===== src/rtl/lpif_tx_buf.sv =====
// lpif_tx_buf: transmit-side beat buffer between the link layer and the PHY.
//
// A DEPTH-entry FIFO holds whole beats (data, per-byte valid, and the four
// framing marker vectors). Beats with no valid byte are accepted and dropped.
// A small stall FSM drains the FIFO when the PHY asks to stall, then
// acknowledges. Input is held off for the whole stall handshake.
//
// Ports
//   clk, reset               single clock, synchronous active-high reset
//   lp_data/lp_valid/lp_*    incoming beat and its framing markers
//   lp_irdy / pl_trdy        beat handshake (accepted when both are 1)
//   pl_stall_req             PHY stall request
//   lp_stall_ack             registered stall acknowledge (1 while STALLED)
//   phy_*                    head entry, driven combinationally from storage
//   phy_vld / phy_rdy        head handshake (popped when both are 1)
//   level                    current number of stored entries
module lpif_tx_buf #(
    parameter int NBYTES = 8,
    parameter int DEPTH  = 4
) (
    input  logic                         clk,
    input  logic                         reset,
    input  logic [NBYTES*8-1:0]          lp_data,
    input  logic [NBYTES-1:0]            lp_valid,
    input  logic [NBYTES:0]              lp_tlp_start,
    input  logic [NBYTES:0]              lp_tlp_end,
    input  logic [NBYTES:0]              lp_dllp_start,
    input  logic [NBYTES:0]              lp_dllp_end,
    input  logic                         lp_irdy,
    output logic                         pl_trdy,
    input  logic                         pl_stall_req,
    output logic                         lp_stall_ack,
    output logic [NBYTES*8-1:0]          phy_data,
    output logic [NBYTES-1:0]            phy_valid,
    output logic [NBYTES:0]              phy_tlp_start,
    output logic [NBYTES:0]              phy_tlp_end,
    output logic [NBYTES:0]              phy_dllp_start,
    output logic [NBYTES:0]              phy_dllp_end,
    output logic                         phy_vld,
    input  logic                         phy_rdy,
    output logic [$clog2(DEPTH+1)-1:0]   level
);

    localparam int PW = $clog2(DEPTH);
    localparam int LW = $clog2(DEPTH+1);
    localparam logic [LW-1:0] DEPTH_L = LW'(DEPTH);

    localparam logic [1:0] ST_RUN     = 2'd0;
    localparam logic [1:0] ST_DRAIN   = 2'd1;
    localparam logic [1:0] ST_STALLED = 2'd2;

    // Storage is intentionally not reset; only the pointers/level qualify it.
    logic [NBYTES*8-1:0] data_mem [DEPTH];
    logic [NBYTES-1:0]   vld_mem  [DEPTH];
    logic [NBYTES:0]     ts_mem   [DEPTH];
    logic [NBYTES:0]     te_mem   [DEPTH];
    logic [NBYTES:0]     ds_mem   [DEPTH];
    logic [NBYTES:0]     de_mem   [DEPTH];

    logic [PW-1:0] wr_ptr_q, wr_ptr_d;
    logic [PW-1:0] rd_ptr_q, rd_ptr_d;
    logic [LW-1:0] level_q, level_d;
    logic [1:0]    state_q, state_d;
    logic          ack_q, ack_d;

    logic push, pop;

    // Full blocks acceptance even if the head pops this cycle: no push-through.
    assign pl_trdy = !reset && (state_q == ST_RUN) && !pl_stall_req && (level_q < DEPTH_L);
    assign phy_vld = (level_q != '0);

    // Idle beats (no valid byte) complete the handshake but are not stored.
    assign push = lp_irdy && pl_trdy && (|lp_valid);
    assign pop  = phy_vld && phy_rdy;

    assign phy_data       = data_mem[rd_ptr_q];
    assign phy_valid      = vld_mem[rd_ptr_q];
    assign phy_tlp_start  = ts_mem[rd_ptr_q];
    assign phy_tlp_end    = te_mem[rd_ptr_q];
    assign phy_dllp_start = ds_mem[rd_ptr_q];
    assign phy_dllp_end   = de_mem[rd_ptr_q];

    assign level        = level_q;
    assign lp_stall_ack = ack_q;

    always_comb begin
        wr_ptr_d = wr_ptr_q;
        rd_ptr_d = rd_ptr_q;
        level_d  = level_q;
        state_d  = state_q;

        // DEPTH is a power of two, so pointer overflow is the modulo wrap.
        if (push) wr_ptr_d = wr_ptr_q + PW'(1);
        if (pop)  rd_ptr_d = rd_ptr_q + PW'(1);

        case ({push, pop})
            2'b10:   level_d = level_q + LW'(1);
            2'b01:   level_d = level_q - LW'(1);
            default: level_d = level_q;
        endcase

        case (state_q)
            ST_RUN: begin
                if (pl_stall_req) state_d = ST_DRAIN;
            end
            ST_DRAIN: begin
                // Abort wins over completion; empty is judged after this edge's pop.
                if (!pl_stall_req)       state_d = ST_RUN;
                else if (level_d == '0)  state_d = ST_STALLED;
            end
            ST_STALLED: begin
                if (!pl_stall_req) state_d = ST_RUN;
            end
            default: state_d = ST_RUN;
        endcase

        // Ack tracks the next state so it is high exactly while in STALLED.
        ack_d = (state_d == ST_STALLED);
    end

    always_ff @(posedge clk) begin
        if (reset) begin
            wr_ptr_q <= '0;
            rd_ptr_q <= '0;
            level_q  <= '0;
            state_q  <= ST_RUN;
            ack_q    <= 1'b0;
        end else begin
            wr_ptr_q <= wr_ptr_d;
            rd_ptr_q <= rd_ptr_d;
            level_q  <= level_d;
            state_q  <= state_d;
            ack_q    <= ack_d;
        end
    end

    always_ff @(posedge clk) begin
        if (push) begin
            data_mem[wr_ptr_q] <= lp_data;
            vld_mem[wr_ptr_q]  <= lp_valid;
            ts_mem[wr_ptr_q]   <= lp_tlp_start;
            te_mem[wr_ptr_q]   <= lp_tlp_end;
            ds_mem[wr_ptr_q]   <= lp_dllp_start;
            de_mem[wr_ptr_q]   <= lp_dllp_end;
        end
    end

endmodule


===== config.mk =====
export PLATFORM = sky130hd
export DESIGN_NAME = lpif_tx_buf
export DESIGN_NICKNAME = d
export VERILOG_FILES = /design/src/rtl/lpif_tx_buf.sv
export SDC_FILE = /design/constraint.sdc
export NUM_CORES = 1
export LEC_CHECK = 0
export CAP_MARGIN = 40
export CORE_ASPECT_RATIO = 1.1
export CORE_MARGIN = 3
export CORE_UTILIZATION = 50
export CTS_BUF_LIST = sky130_fd_sc_hd__clkbuf_4
export DETAILED_ROUTE_END_ITERATION = 6
export DONT_BUFFER_PORTS = 1
export PLACE_DENSITY_LB_ADDON = 0.08
export SYNTH_ARGS = -nofsm -noshare
export SYNTH_HDL_FRONTEND = slang
export SYNTH_SLANG_ARGS = --single-unit

===== constraint.sdc =====
create_clock -name clk -period 5.55 [get_ports clk]
set_input_delay 1.11 -clock clk [delete_from_list [all_inputs] [get_ports clk]]
set_output_delay 1.11 -clock clk [all_outputs]
set_load 0.05 [all_outputs]

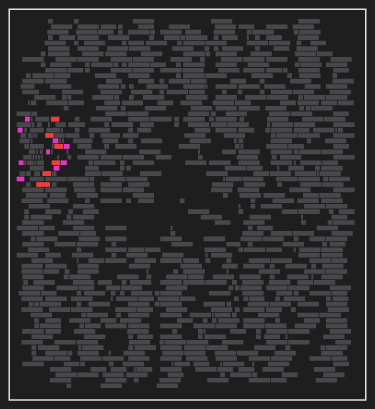
run_1/gates.png
Scale: 2 px per µm.
| family | color | cells |
|---|---|---|
| fa/ha/maj cells | red | 6 |
| and/or cells | magenta | 9 |

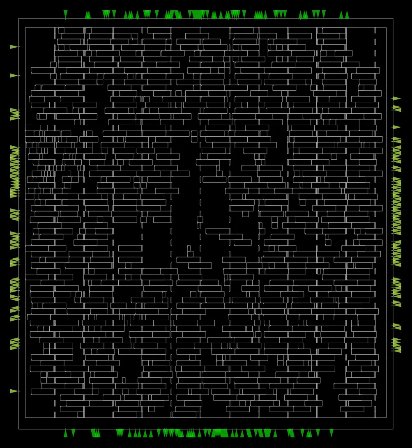
run_1/placed.png
final core utilization: 57.7%
Finished Layout Cells: 1238
flip-flops: 444
fraction of area in registers: 72.4%
row cnt: 68

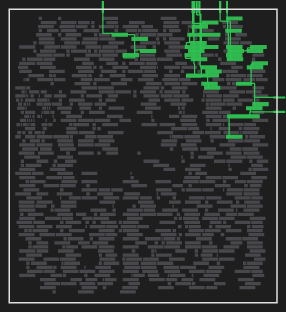
run_1/port_trees.png
Scale: 1.5 px per µm.
| port | color | bits | direction | end cells | wire |
|---|---|---|---|---|---|
| lp_dllp_start | green | 9 | input | 36 | 498 µm |

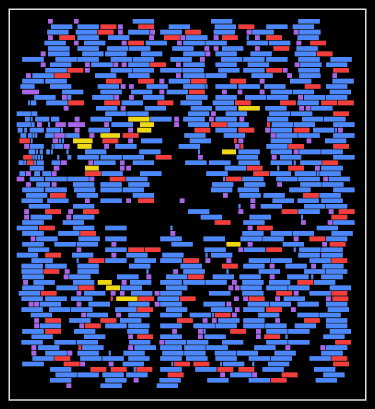
run_1/sizing.png
Scale: 2 px per µm.
| size | color | cells |
|---|---|---|
| x3 and x4 | purple | 176 |
| x6 and larger | yellow | 13 |
| x2 | red | 116 |
| x1 and smaller | blue | 510 |

==> impl_metrics.toml, run 1 <==
# generated from flow reports
[setup_path]
critPathKind = "flop to primary output"
path_cells = "buf_4 -> mux4_2"
startpoint_type = "flop"
critPathBufInv = 1
rrSetupSlack_ns = 2.39
worst_ep_required_time_ns = 4.44
r2r-end = "lp_stall_ack"
cp-end-kind = "primary output"
crit_path_end = "phy_data[44]"
path_depth = 2
arrival_ns = 2.74
crit_path_max_fanout = 33
cp_slowest_stage_delay_ns = 0.80
cp_slowest_cell = "dfxtp_4"
crit_family = "flip-flops"
timing.rr.start = "level[2]"
r2r_cells = 10

[global_route]
grt_usage_pct = 17.6
top_usage_layer = "met2"
use_met3_pct = 8.32
grt_pass1_wl_um = 45300
grt_use_met2_pct = 28.4
grt_max_degree = 56
grt_pass1_vias = 7562
grt_use_met1_pct = 21.0
antenna_found_initial = 2
overflow = 0

[final_timing]
finalCritPeriodShare_pct = 69.3
slew-limit-headroom_pct = 42.5
hold_slack_ns = 0.461
max_freq_ghz = 0.260
setup_viol = 0
timing.setup.tns_ns = 0
finClkSkew_ns = 0.0220
fin_crit_ns = 3.85
finalHoldViolations = 0
rsz0062_at_grt = "no"
slew_violations = 0
worst_pin_slew_ns = 0.862

[placement]
dpl_cell_area_um2 = 16800
dpl.hpwl_um = 18400
globalplace.congestion = 0.744
portBuffers = 0

[run]
log.warning_count = 29
maxCapViolCount = 0

[clocking]
post-cts-setup-buffers = 0
cts_tree = "done"
cts_resized = 0
clkSinkCount = 444
clockBufferDepth = 3
htreeDepth = 3
clock_latency_ns = 0.71
holdBufCountCts = 0
clk_pin_slew_ns = 0.06
root_buffer = "clkbuf_4"
cts_made_buffers = 105

[pwr]
ir_drop_uv = 341
pwr-share-clk_pct = 34.2
sw_frac_of_total_pct = 28.2
comb-power_w = 0.00127
power.density_nw_per_um2 = 424
switchingPower_w = 0.00219
leakagePower_nw = 5.68
p_comb_share_pct = 16.4
pg_seq_w = 0.00383
power_clock_w = 0.00264
p_int_w = 0.00556
power-top-group = "registers"
seqPwrFrac_pct = 49.4

[finish]
comb_area_share_pct = 15.4
logic_area_um2 = 2820
syn_to_final_growth_pct = 12.9
fin_area_um2 = 18300
inverters = 4
diodes = 3
n_clock_buffer = 159
seq_area_um2 = 13200
clk_share_pct = 7.72
buffers = 17
n_fill_cell = 2353
logic_gates = 157
biggestCellCategory = "sequential cells"
final-nonclk-buf-share_pct = 1.47
drive_gt1_share_pct = 37.4
nNetsFinal = 848

[yosys]
synth_nets = 750
synthAdderAreaFrac_pct = 0.510
ys_sh_simple_pct = 0.998
synthArstFlopShare_pct = 0
yosys_cells = 631
ys_top_logic_family = "multiplexers"
syn_area_um2 = 16200
synthMuxAreaShare_pct = 15.3
numSynthFlops = 444
post_synth.cell_area_avg_um2 = 25.6
ys_chip_area_um2 = 16200
ys_seq_share_pct = 81.7
syn_inst = 631
xor_area_share_pct = 0.217
synthFlopType = "edfxtp_1"
compound_area_share_pct = 0.271
synth_cell_types = 28
edf_count = 432
ys_warn_count = 0

[routing]
wire_per_inst_um = 24.2
via_count = 6871
wl_met2_um = 15400
routed_wl_um = 30000
wl_met1_um = 11100
route.met3.wl_um = 3000
avgViaCountPerCell = 5.55
dr.pass1.iters = 4
drtIter0Drc = 396
drc = 0
top_layer_used = "met4"
ant_nets = 0

[floorplan]
core_um2 = 31700
fp_util_pct = 51.1
tap-cell-count = 420
io_pins = 227
fp.dieH_um = 195
die-area_um2 = 34600
die_w_um = 178

[hold_path]
whs_endpoint = "level[2]"
hold_depth = 1
min_path_type = "primary input to flop"
hp-start = "reset"

[status]
status = "finished, final reports clean"
==> run 1: through the flow <==
step | total power [W] | instances | setup WS, ns | utilization (%)
detailed placement | 0.00520 | 1042 | 1.86 | 53.2
global route | 0.00810 | 1238 | 1.44 | 57.7
CTS | 0.00788 | 1235 | 1.54 | 57.7
global placement | 0.00518 | 1038 | 1.90 | 52.9
floorplan | 0.00505 | 631 | 0.00782 | -
finish | 0.00774 | 1238 | 1.70 | 57.7
==> run 1: synthesized netlist by cell type (2+ instances only) <==
| cell type | n | area (µm²) |
|---|---|---|
| mux2i_1 | 2 | 20.0 |
| inv_1 | 4 | 15.0 |
| clkbuf_1 | 6 | 22.5 |
| and2_1 | 4 | 25.0 |
| xor2_1 | 3 | 26.3 |
| buf_1 | 2 | 7.51 |
| edfxtp_1 | 432 | 13000 |
| or2b_1 | 3 | 22.5 |
| mux2_4 | 2 | 30.0 |
| a21oi_1 | 3 | 15.0 |
| dfxtp_1 | 12 | 240 |
| nor4_1 | 2 | 12.5 |
| nand2_1 | 6 | 22.5 |
| mux4_2 | 108 | 2430 |
| ha_1 | 5 | 62.6 |
| buf_6 | 4 | 45.0 |
| buf_2 | 13 | 65.1 |
| nor2_1 | 10 | 37.5 |
==> run 1: registers in the layout, summed over array words and instances, names as in the netlist, named ones only <==
signal and cells:
data_mem 256, de_mem 36, ds_mem 36, level 3
lp_stall_ack 1, rd_ptr_q 2, state_q 2, te_mem 36
ts_mem 36, vld_mem 32, wr_ptr_q 2
==> run 1: placed cells by master (no fill, tap or decap), drive strengths merged, types with 5 or more instances in the layout <==
| cell type | count |
|---|---|
| inv | 5 |
| buf | 17 |
| nand2 | 6 |
| clkbuf | 159 |
| mux4 | 108 |
| clkinv | 29 |
| ha | 5 |
| edfxtp | 432 |
| dfxtp | 12 |
| nor2 | 10 |
run_1/pinout.png
Scale: 2 px per µm. Pins as bars across the die edge, other pins in gray.
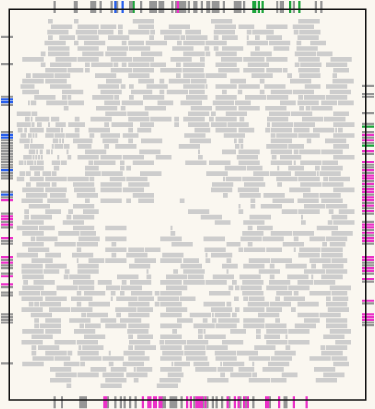

==> run 2, diff against run 1 <==
==> constraint.sdc (replaced) <==
create_clock -name clk -period 3.1 [get_ports clk]
set_input_delay 0.62 -clock clk [delete_from_list [all_inputs] [get_ports clk]]
set_output_delay 0.62 -clock clk [all_outputs]
set_load 0.05 [all_outputs]
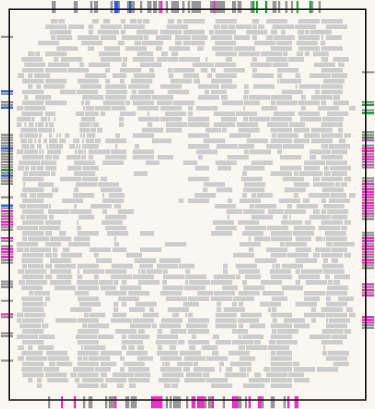
run_2/pinout.png
Scale: 2 px per µm. Pins as bars across the die edge, other pins in gray.
| port | color | pins | direction | edge |
|---|---|---|---|---|
| phy_data | magenta | 64 | output | 28 right, 25 bottom, 9 left, 2 top |
| phy_valid | blue | 8 | output | 5 left, 3 top |
| lp_dllp_start | green | 9 | input | 5 top, 3 right, 1 left |
all pins by edge: 59 top, 58 right, 56 bottom, 54 left

==> run 2 against run 1 <==
  * Combinational power up 110%
  * Clock skew about the same
  * Die size unchanged
  * Total power up 79%
==> impl_metrics.toml, run 2 <==
# generated from flow reports
[global_route]
grt_pass1_vias = 8310
use_met3_pct = 6.78
top_usage_layer = "met2"
overflow = 0
grt_pass1_wl_um = 48000
grt_use_met1_pct = 22.0
grt_usage_pct = 18.5

[yosys]
syn_inst = 631
top_cells_by_count = "edfxtp_1, mux4_2, buf_2"
numSynthFlops = 444
synth_nets = 750
synthArstFlopShare_pct = 0
synthFlopType = "edfxtp_1"
netlist.area_leader.share_pct = 80.2
ys_warn_count = 0
yosys_cells = 631
synth_cell_types = 28
edf_count = 432
post_synth.cell_area_avg_um2 = 25.6
syn_area_um2 = 16200
ys_seq_share_pct = 81.7
ys_chip_area_um2 = 16200

[routing]
avgViaCountPerCell = 5.42
wire_per_inst_um = 23.2
routed_wl_um = 31200
wl_met2_um = 16600
ant_nets = 0
wl_met1_um = 11500

[pwr]
power.density_nw_per_um2 = 714
ir_drop_uv = 470
p_comb_share_pct = 19.0
switchingPower_w = 0.00399
leakagePower_nw = 6.13
p_int_w = 0.00985

[floorplan]
rows = 68
io_pins = 227
core_um2 = 31700
fp_util_pct = 51.1

[final_timing]
setup_viol = 0
timing.final.ws_setup_ns = 0.163
timing.setup.tns_ns = 0
finalHoldViolations = 0
slew_violations = 0
finalCritPeriodShare_pct = 94.7
worst_pin_slew_ns = 0.703
hold_slack_ns = 0.154
fin_crit_ns = 2.94
rsz0062_at_grt = "no"

[setup_path]
crit_path_max_fanout = 53

[finish]
final_common_cell = "edfxtp_1"
layout.cells.non_filler = 1347
logic_area_um2 = 2840
largest_reg_flops = 256
top_register = "data_mem"
fin_area_um2 = 19400
syn_to_final_growth_pct = 19.8
n_fill_cell = 2252

[clocking]
root_buffer = "clkbuf_4"
htreeDepth = 3
clk_pin_slew_ns = 0.07
clock_latency_ns = 0.71

[placement]
dpl_cell_area_um2 = 16900
dpl.hpwl_um = 18400
portBuffers = 0

[hold_path]
hp-start = "pl_stall_req"
min_path_type = "primary input to flop"

[status]
status = "finished, final reports clean"
## run 2: cell types whose count changed in the layout (fill, tap and decap cells not counted), sizes merged
cell	delta
buf	+5
diode	-1
bufinv	-2
inv	-1
clkbuf	-8
clkinv	+5
dlygate4sd3	+110
bufbuf	+1
## run 2: worst paths after layout
check,depth (start not counted),slack (ns),to
max,2,0.16,phy_tlp_start[1]
min,2,0.15,lp_stall_ack
max reg2reg,7,0.56,state_q[1]
min reg2reg,2,0.54,rd_ptr_q[1]
## run 2: layout make-up
type,count,area share [%]
Antenna cell,2,0.0258
Clock buffer,151,5.85
Clock inverter,36,0.897
Inverter,4,0.0774
Multi-Input combinational cell,157,14.6
Sequential cell,444,68.2
Tap cell,420,2.71
Timing Repair Buffer,133,7.64
## run 2: critical path: stages (launching register included)
cell and delay [ns]:
dfxtp_4 0.66, buf_12 0.36, mux4_2 0.54
## run 2: power groups by stage
stage          Sequential [W]  Combinational [W]  Clock [W]
2_1_floorplan         0.00688            0.00216          0
3_3_place_gp          0.00692            0.00239          0
3_5_place_dp          0.00693            0.00241          0
4_1_cts               0.00678            0.00267    0.00462
5_1_grt               0.00678            0.00275    0.00495
6_report              0.00677            0.00263    0.00443
## run 2: cells by family (layout without fill, tap and decap cells)
group | after synthesis | in the layout | synth area share (%)
AOI/OAI and AO/OA | 6 | 6 | 0.271
xor gates and xnor gates | 4 | 4 | 0.217
adders and majority gates | 6 | 6 | 0.510
buffers and inverters | 30 | 324 | 1.01
DFF | 444 | 444 | 81.7
muxes | 112 | 112 | 15.3
other | 0 | 2 | 0
and+or+nand+nor | 29 | 29 | 0.997
## run 2: timing repair
action	4_1_cts	5_1_grt
hold endpoints to repair	441	0
setup buffers	2	0
gates resized	1	0
endpoints found under the setup margin	68	0
hold buffers	110	0
No activity file was given, so power comes from the tool's default toggle rates.
